**src/rtl/pipe_hazard_unit.sv**
```systemverilog
// ---------------------------------------------------------------------------
// pipe_hazard_unit
//
// Hazard and forwarding controller for the 5-stage RV32 pipeline. It sits
// beside pipeline registers 1/2 and its outputs gate the PC, IF/ID and ID/EX
// loads.
//
// A DEPTH-entry scoreboard follows every in-flight instruction:
//   entry0 = EX, entry1 = MEM, entry2 = WB, entry3 = post-WB, and so on.
// The post-WB entry covers the same-cycle regfile read/write race.
// Only entry0 keeps the source fields (rs1/rs2/used flags), because only the
// instruction in EX needs operand forward selects.
//
// Parameters:
//   REG_AW  register address width (default 5)
//   DEPTH   scoreboard entries, legal 3..8 (default 4)
//   SEL_W   forward-select width, $clog2(DEPTH) (localparam)
//
// Ports:
//   CLK           in   clock; all state changes on the rising edge
//   RESET         in   synchronous, active-low; while low all outputs are 0
//   id_valid      in   IF/ID holds a real instruction
//   id_rs1/rs2    in   ID source registers
//   id_rs1_used   in   ID instruction reads rs1
//   id_rs2_used   in   ID instruction reads rs2
//   id_rd         in   ID destination register
//   id_reg_write  in   ID instruction writes rd
//   id_mem_read   in   ID instruction is a load
//   ex_redirect   in   EX resolved a taken branch/jump
//   mem_busywait  in   cache busy; the whole pipe is frozen
//   hold_pc       out  PC must not update
//   hold_ifid     out  IF/ID must not load
//   flush_ifid    out  IF/ID loads a bubble
//   bubble_idex   out  ID/EX loads a bubble
//   freeze        out  mem_busywait, gated by reset
//   fwd_a/fwd_b   out  EX operand source: 0 = pipe reg, k = result of entry k
//   stall_cnt     out  load-use stall cycles (only with HAZ_PERF_CNT_EN)
//   flush_cnt     out  redirect flushes (only with HAZ_PERF_CNT_EN)
//
// Build option:
//   HAZ_PERF_CNT_EN  when defined, adds the two saturating 32-bit counters.
//                    When undefined, stall_cnt/flush_cnt are tied to 0 and
//                    no counter flops exist.
// ---------------------------------------------------------------------------
module pipe_hazard_unit #(
    parameter int REG_AW = 5,
    parameter int DEPTH  = 4,
    localparam int SEL_W = $clog2(DEPTH)
) (
    input  logic              CLK,
    input  logic              RESET,
    input  logic              id_valid,
    input  logic [REG_AW-1:0] id_rs1,
    input  logic [REG_AW-1:0] id_rs2,
    input  logic              id_rs1_used,
    input  logic              id_rs2_used,
    input  logic [REG_AW-1:0] id_rd,
    input  logic              id_reg_write,
    input  logic              id_mem_read,
    input  logic              ex_redirect,
    input  logic              mem_busywait,
    output logic              hold_pc,
    output logic              hold_ifid,
    output logic              flush_ifid,
    output logic              bubble_idex,
    output logic              freeze,
    output logic [SEL_W-1:0]  fwd_a,
    output logic [SEL_W-1:0]  fwd_b,
    output logic [31:0]       stall_cnt,
    output logic [31:0]       flush_cnt
);

    // Scoreboard entries
    logic              r_v  [DEPTH];
    logic [REG_AW-1:0] r_rd [DEPTH];
    logic              r_we [DEPTH];
    logic              r_ld [DEPTH];
    // Source fields of the instruction in EX (entry0 only)
    logic [REG_AW-1:0] r_ex_rs1;
    logic [REG_AW-1:0] r_ex_rs2;
    logic              r_ex_u1;
    logic              r_ex_u2;

    logic              w_wr0_rs1;
    logic              w_wr0_rs2;
    logic              w_load_use;
    logic              w_hold;
    logic              w_flush;
    logic              w_bubble;
    logic [SEL_W-1:0]  w_fwd_a;
    logic [SEL_W-1:0]  w_fwd_b;

    // The instruction in EX writes a source of the instruction in ID (x0 never counts)
    assign w_wr0_rs1 = r_v[0] & r_we[0] & (r_rd[0] == id_rs1) & (id_rs1 != '0);
    assign w_wr0_rs2 = r_v[0] & r_we[0] & (r_rd[0] == id_rs2) & (id_rs2 != '0);

    assign w_load_use = id_valid & r_ld[0] &
                        ((id_rs1_used & w_wr0_rs1) | (id_rs2_used & w_wr0_rs2));

    // Freeze beats redirect beats load-use. A redirect raised while frozen is
    // not lost: the branch stays in EX and acts on the first unfrozen cycle.
    always_comb begin
        w_hold   = 1'b0;
        w_flush  = 1'b0;
        w_bubble = 1'b0;
        if (mem_busywait) begin
            w_hold = 1'b1;
        end else if (ex_redirect) begin
            w_flush  = 1'b1;
            w_bubble = 1'b1;
        end else if (w_load_use) begin
            w_hold   = 1'b1;
            w_bubble = 1'b1;
        end
    end

    // Forward selects come only from registered state, so they are stable for
    // the whole cycle and across a freeze. Scanning from the oldest entry down
    // lets the youngest matching producer win. A load in MEM is excluded: its
    // data is not ready yet, and the load-use stall always leaves a gap.
    always_comb begin
        w_fwd_a = '0;
        w_fwd_b = '0;
        for (int k = DEPTH - 1; k >= 1; k--) begin
            if (r_v[k] && r_we[k] && !(k == 1 && r_ld[k])) begin
                if (r_v[0] && r_ex_u1 && (r_ex_rs1 != '0) && (r_rd[k] == r_ex_rs1))
                    w_fwd_a = SEL_W'(k);
                if (r_v[0] && r_ex_u2 && (r_ex_rs2 != '0) && (r_rd[k] == r_ex_rs2))
                    w_fwd_b = SEL_W'(k);
            end
        end
    end

    always_ff @(posedge CLK) begin
        if (!RESET) begin
            for (int k = 0; k < DEPTH; k++) begin
                r_v[k]  <= 1'b0;
                r_rd[k] <= '0;
                r_we[k] <= 1'b0;
                r_ld[k] <= 1'b0;
            end
            r_ex_rs1 <= '0;
            r_ex_rs2 <= '0;
            r_ex_u1  <= 1'b0;
            r_ex_u2  <= 1'b0;
        end else if (!mem_busywait) begin
            for (int k = 1; k < DEPTH; k++) begin
                r_v[k]  <= r_v[k-1];
                r_rd[k] <= r_rd[k-1];
                r_we[k] <= r_we[k-1];
                r_ld[k] <= r_ld[k-1];
            end
            if (w_bubble) begin
                r_v[0]   <= 1'b0;
                r_rd[0]  <= '0;
                r_we[0]  <= 1'b0;
                r_ld[0]  <= 1'b0;
                r_ex_rs1 <= '0;
                r_ex_rs2 <= '0;
                r_ex_u1  <= 1'b0;
                r_ex_u2  <= 1'b0;
            end else begin
                r_v[0]   <= id_valid;
                r_rd[0]  <= id_rd;
                r_we[0]  <= id_reg_write;
                r_ld[0]  <= id_mem_read;
                r_ex_rs1 <= id_rs1;
                r_ex_rs2 <= id_rs2;
                r_ex_u1  <= id_rs1_used;
                r_ex_u2  <= id_rs2_used;
            end
        end
    end

    assign hold_pc     = RESET & w_hold;
    assign hold_ifid   = RESET & w_hold;
    assign flush_ifid  = RESET & w_flush;
    assign bubble_idex = RESET & w_bubble;
    assign freeze      = RESET & mem_busywait;
    assign fwd_a       = RESET ? w_fwd_a : '0;
    assign fwd_b       = RESET ? w_fwd_b : '0;

`ifdef HAZ_PERF_CNT_EN
    logic [31:0] r_stall_cnt;
    logic [31:0] r_flush_cnt;

    // A load-use cycle overridden by a redirect is a flush, not a stall.
    always_ff @(posedge CLK) begin
        if (!RESET) begin
            r_stall_cnt <= '0;
            r_flush_cnt <= '0;
        end else if (!mem_busywait) begin
            if (w_load_use && !ex_redirect && (r_stall_cnt != 32'hFFFF_FFFF))
                r_stall_cnt <= r_stall_cnt + 32'd1;
            if (ex_redirect && (r_flush_cnt != 32'hFFFF_FFFF))
                r_flush_cnt <= r_flush_cnt + 32'd1;
        end
    end

    assign stall_cnt = RESET ? r_stall_cnt : '0;
    assign flush_cnt = RESET ? r_flush_cnt : '0;
`else
    assign stall_cnt = '0;
    assign flush_cnt = '0;
`endif

endmodule

```
**config.mk**
```make
export PLATFORM = sky130hd
export DESIGN_NAME = pipe_hazard_unit
export DESIGN_NICKNAME = d
export VERILOG_FILES = /design/src/rtl/pipe_hazard_unit.sv
export SDC_FILE = /design/constraint.sdc
export NUM_CORES = 1
export LEC_CHECK = 0
export CORE_UTILIZATION = 45
export CTS_CLUSTER_DIAMETER = 30
export CTS_CLUSTER_SIZE = 25
export DETAILED_ROUTE_END_ITERATION = 12
export GPL_TIMING_DRIVEN = 1
export PLACE_DENSITY = 0.81
export SYNTH_ARGS = -nofsm -noshare
export SYNTH_HDL_FRONTEND = slang
export SYNTH_SLANG_ARGS = --single-unit
```
**constraint.sdc**
```tcl
create_clock -name CLK -period 4 [get_ports CLK]
set_input_delay 1 -clock CLK [delete_from_list [all_inputs] [get_ports CLK]]
set_output_delay 1 -clock CLK [all_outputs]
set_load 0.03 [all_outputs]
```
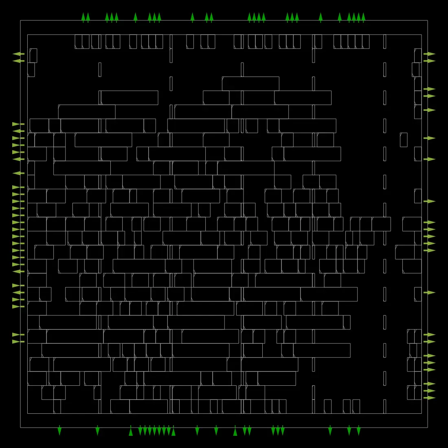
placement.png
Util after Layout: 52.8%
fin cells: 360

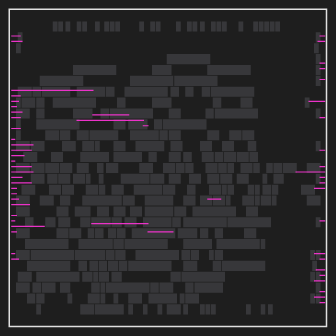
layer_met3.png
Scale: 4 px per um.
wire length on this layer	181 um
nets with wire on the layer	52
main direction	horizontal
Vias: 1,616
WL final: 4460 um
met3 global-route usage: 3.91%

==> flow_summary.yaml <==
# generated from flow reports
finish:
  fillers: 512
  layout-drive-gt1-share_pct: 8.33
  seq_area_um2: 1100
  syn2layout_area_growth_pct: 11.1
  combGateArea_um2: 1250
  n_antenna_cell: 0
  layout_top_cell: "conb_1"
  lay_top_cells: "64 x conb_1, 34 x xor2_1, 28 x and2_1, 28 x clkdlybuf4s50_1, 26 x edfxtp_1"
  design.final.nets: 311
routing:
  met1Wirelength_um: 2070
  initialDrtViolationCount: 61
  routed_via_density: 4.49
  dr.pass1.iters: 4
  met2_length_um: 2180
  top_layer: "met4"
  wl_met3_um: 181
  route.detailed.drc: 0
  post_drt_wl_per_cell_um: 12.4
  final_antenna_net_count: 0
logic_synthesis:
  async_flop_share_pct: 0
  yosysWarnings: 0
  syn-cell-area_um2: 2660
  yosysChipArea_um2: 2660
  netlist_instances: 255
  ys_ff: 42
  xor_share_pct: 12.5
  mux_area_share_pct: 1.13
  yosys.area_share.adder_pct: 0
  ys_seq_share_pct: 41.4
  top_cells_by_area: "edfxtp_1 29%, buf_4 18%, dfxtp_1 12%, xor2_1 11%, and2_1 6.6%"
  top_logic_kind: "buffers and inverters"
  ys_cells: 255
  synth_top_area_share_pct: 29.3
  synth.avg_cell_area_um2: 10.4
  simple_gate_share_pct: 15.5
  synth-edff-count: 26
  synth_cell_types: 33
  top_area_cell: "edfxtp_1"
  flop_cell: "edfxtp_1"
  yosys.area_share.aoi_pct: 8.41
run:
  max_cap_violations: 0
  tool_warnings: 26
power:
  total_power_w: 0.00111
  comb_power_share_pct: 17.0
  swShare_pct: 27.0
  power_density_nw_per_um2: 374
  switchingPower_w: 0.000298
  p_int_w: 0.000808
  peakVddDrop_mv: 0.208
  p_leak_nw: 1.35
  clockPowerShare_pct: 37.0
  power_frac_seq_pct: 46.0
setup_path:
  worstPathMaxFanout: 3
  start_kind: "primary input"
  required_ns: 3.00
  crit_buf_inv: 2
  r2r_cells: 7
  cp_slowest_cell: "or4_4"
  cpLargestDelayFamily: "simple AND/OR/NAND/NOR gates"
  path_cells: "clkdlybuf4s50_1 -> nand4_1 -> or4_4 -> a2111oi_4 -> o21ai_1 -> nand2_1 -> buf_4"
  arrival_ns: 2.87
  endpoint_kind: "output pin"
  cp_num_cells: 7
  critPathMaxStageDelay_ns: 0.57
  critical_path_class: "in -> out"
placement:
  dpl.hpwl_um: 3470
  routabilityCongestion: 0.906
  port_buffers: 32
die:
  ioPinCount: 97
  dieWidth_um: 78.9
  rows: 27
  core_area_um2: 5610
  initial_core_util_pct: 47.5
  die_area_um2: 6230
  die_y_um: 78.9
global_route:
  grt_max_degree: 27
  grt_pass1_wl_um: 6910
  track_usage_pct: 14.7
  grt.overflow.total: 0
  antenna_found_initial: 0
  grt_pass1_vias: 1426
min_path:
  hold_path_depth: 1
  hp-class: "reg -> reg"
timing:
  finalClockSkew_ns: 0.00640
  fin_crit_sh_pct: 96.8
  hold_viol_final: 0
  finalCriticalPeriod_ns: 3.87
  fmax_mhz: 258
  tns_ns: 0
  drv_slew: 0
  final-setup-viol-count: 0
  grt_setup_unrepaired: "no"
  relSlewSlack_pct: 57.3
  worst_pin_slew_ns: 0.638
clock_tree:
  hold_buffers: 0
  clock_sinks: 42
  clock_latency_ns: 0.29
  cts_buffers: 5
  htreeDepth: 2
  cts_tree: "done"
  cts_buffer_depth: 2
  clk_pin_slew_worst_paths_ns: 0.07
  root_buffer: "clkbuf_8"
status:
  status: "completed"
==> registers in the layout, summed over array words and instances (netlist names) <==
signal    flops
r_ex_rs1      5
r_ex_rs2      5
r_ex_u1       1
r_ex_u2       1
r_ld          2
r_rd         20
r_v           4
r_we          4
==> power by group through the flow <==
stage,clock network [W],logic [W],registers [W]
after global placement,0,0.000184,0.000517
after global routing,0.000432,0.000202,0.000512
after floorplan,0,0.000195,0.000509
final,0.000409,0.000188,0.000508
after CTS,0.000414,0.000186,0.000508
after detailed placement,0,0.000186,0.000519
==> worst paths after layout <==
check / from / end / slack, ns
worst max-delay path: id_valid / hold_ifid / 0.13
worst min register to register: r_ex_u1 / r_ex_u1 / 0.49
worst min-delay path: r_ex_u1 / r_ex_u1 / 0.49
worst max register to register: r_v[0] / r_ex_rs1[2] / 1.78
==> through the flow <==
step                instances  hold WS, ns  cell area [um2]  setup slack [ns]  utilization, %
finish                    360        0.490             2960             0.129            52.8
detailed placement        351        0.470             2800            0.0705            49.9
floorplan                 318        0.450             2900            0.0642               -
CTS                       359        0.492             2940            0.0654            52.4
global placement          351        0.466             2800            0.0808            49.9
global route              360        0.507             2960           0.00356            52.8
==> per-layer routing <==
| metal | up-vias | track usage [%] |
|---|---|---|
| met5 | - | 0 |
| met4 | 0 | 3.27 |
| met3 | 5 | 3.91 |
| met2 | 57 | 24.8 |
| met1 | 755 | 19.0 |
| li1 | 799 | - |
==> cell type report <==
type | instances | area share [%]
sequential | 42 | 37.2
clock buffer | 6 | 2.79
clock inverter | 2 | 2.03
timing repair buffer | 38 | 12.0
inverter | 4 | 0.634
multi-input combinational | 196 | 42.3
tap | 72 | 3.04
==> cells by family after synthesis <==
logic type	after synthesis
AOI/OAI and AO/OA	26
xor gates and xnor gates	38
buffers and inverters	80
DFF	42
muxes	3
other	1
and+or+nand+nor	65
==> cell usage after synthesis (all sizes together) (4+ instances only) <==
cell    instances
a22o           13
and2           28
buf            68
clkbuf          8
dfxtp          16
edfxtp         26
inv             4
nand2           5
nand3           4
nor2            4
nor2b           5
nor4            7
xnor2           4
xor2           34
==> timing repair <==
action | 4_1_cts | 5_1_grt
endpoints found under the setup margin | 0 | 2
resized | 0 | 3
buffers inserted | 0 | 1
Power and IR drop assume default switching activity.
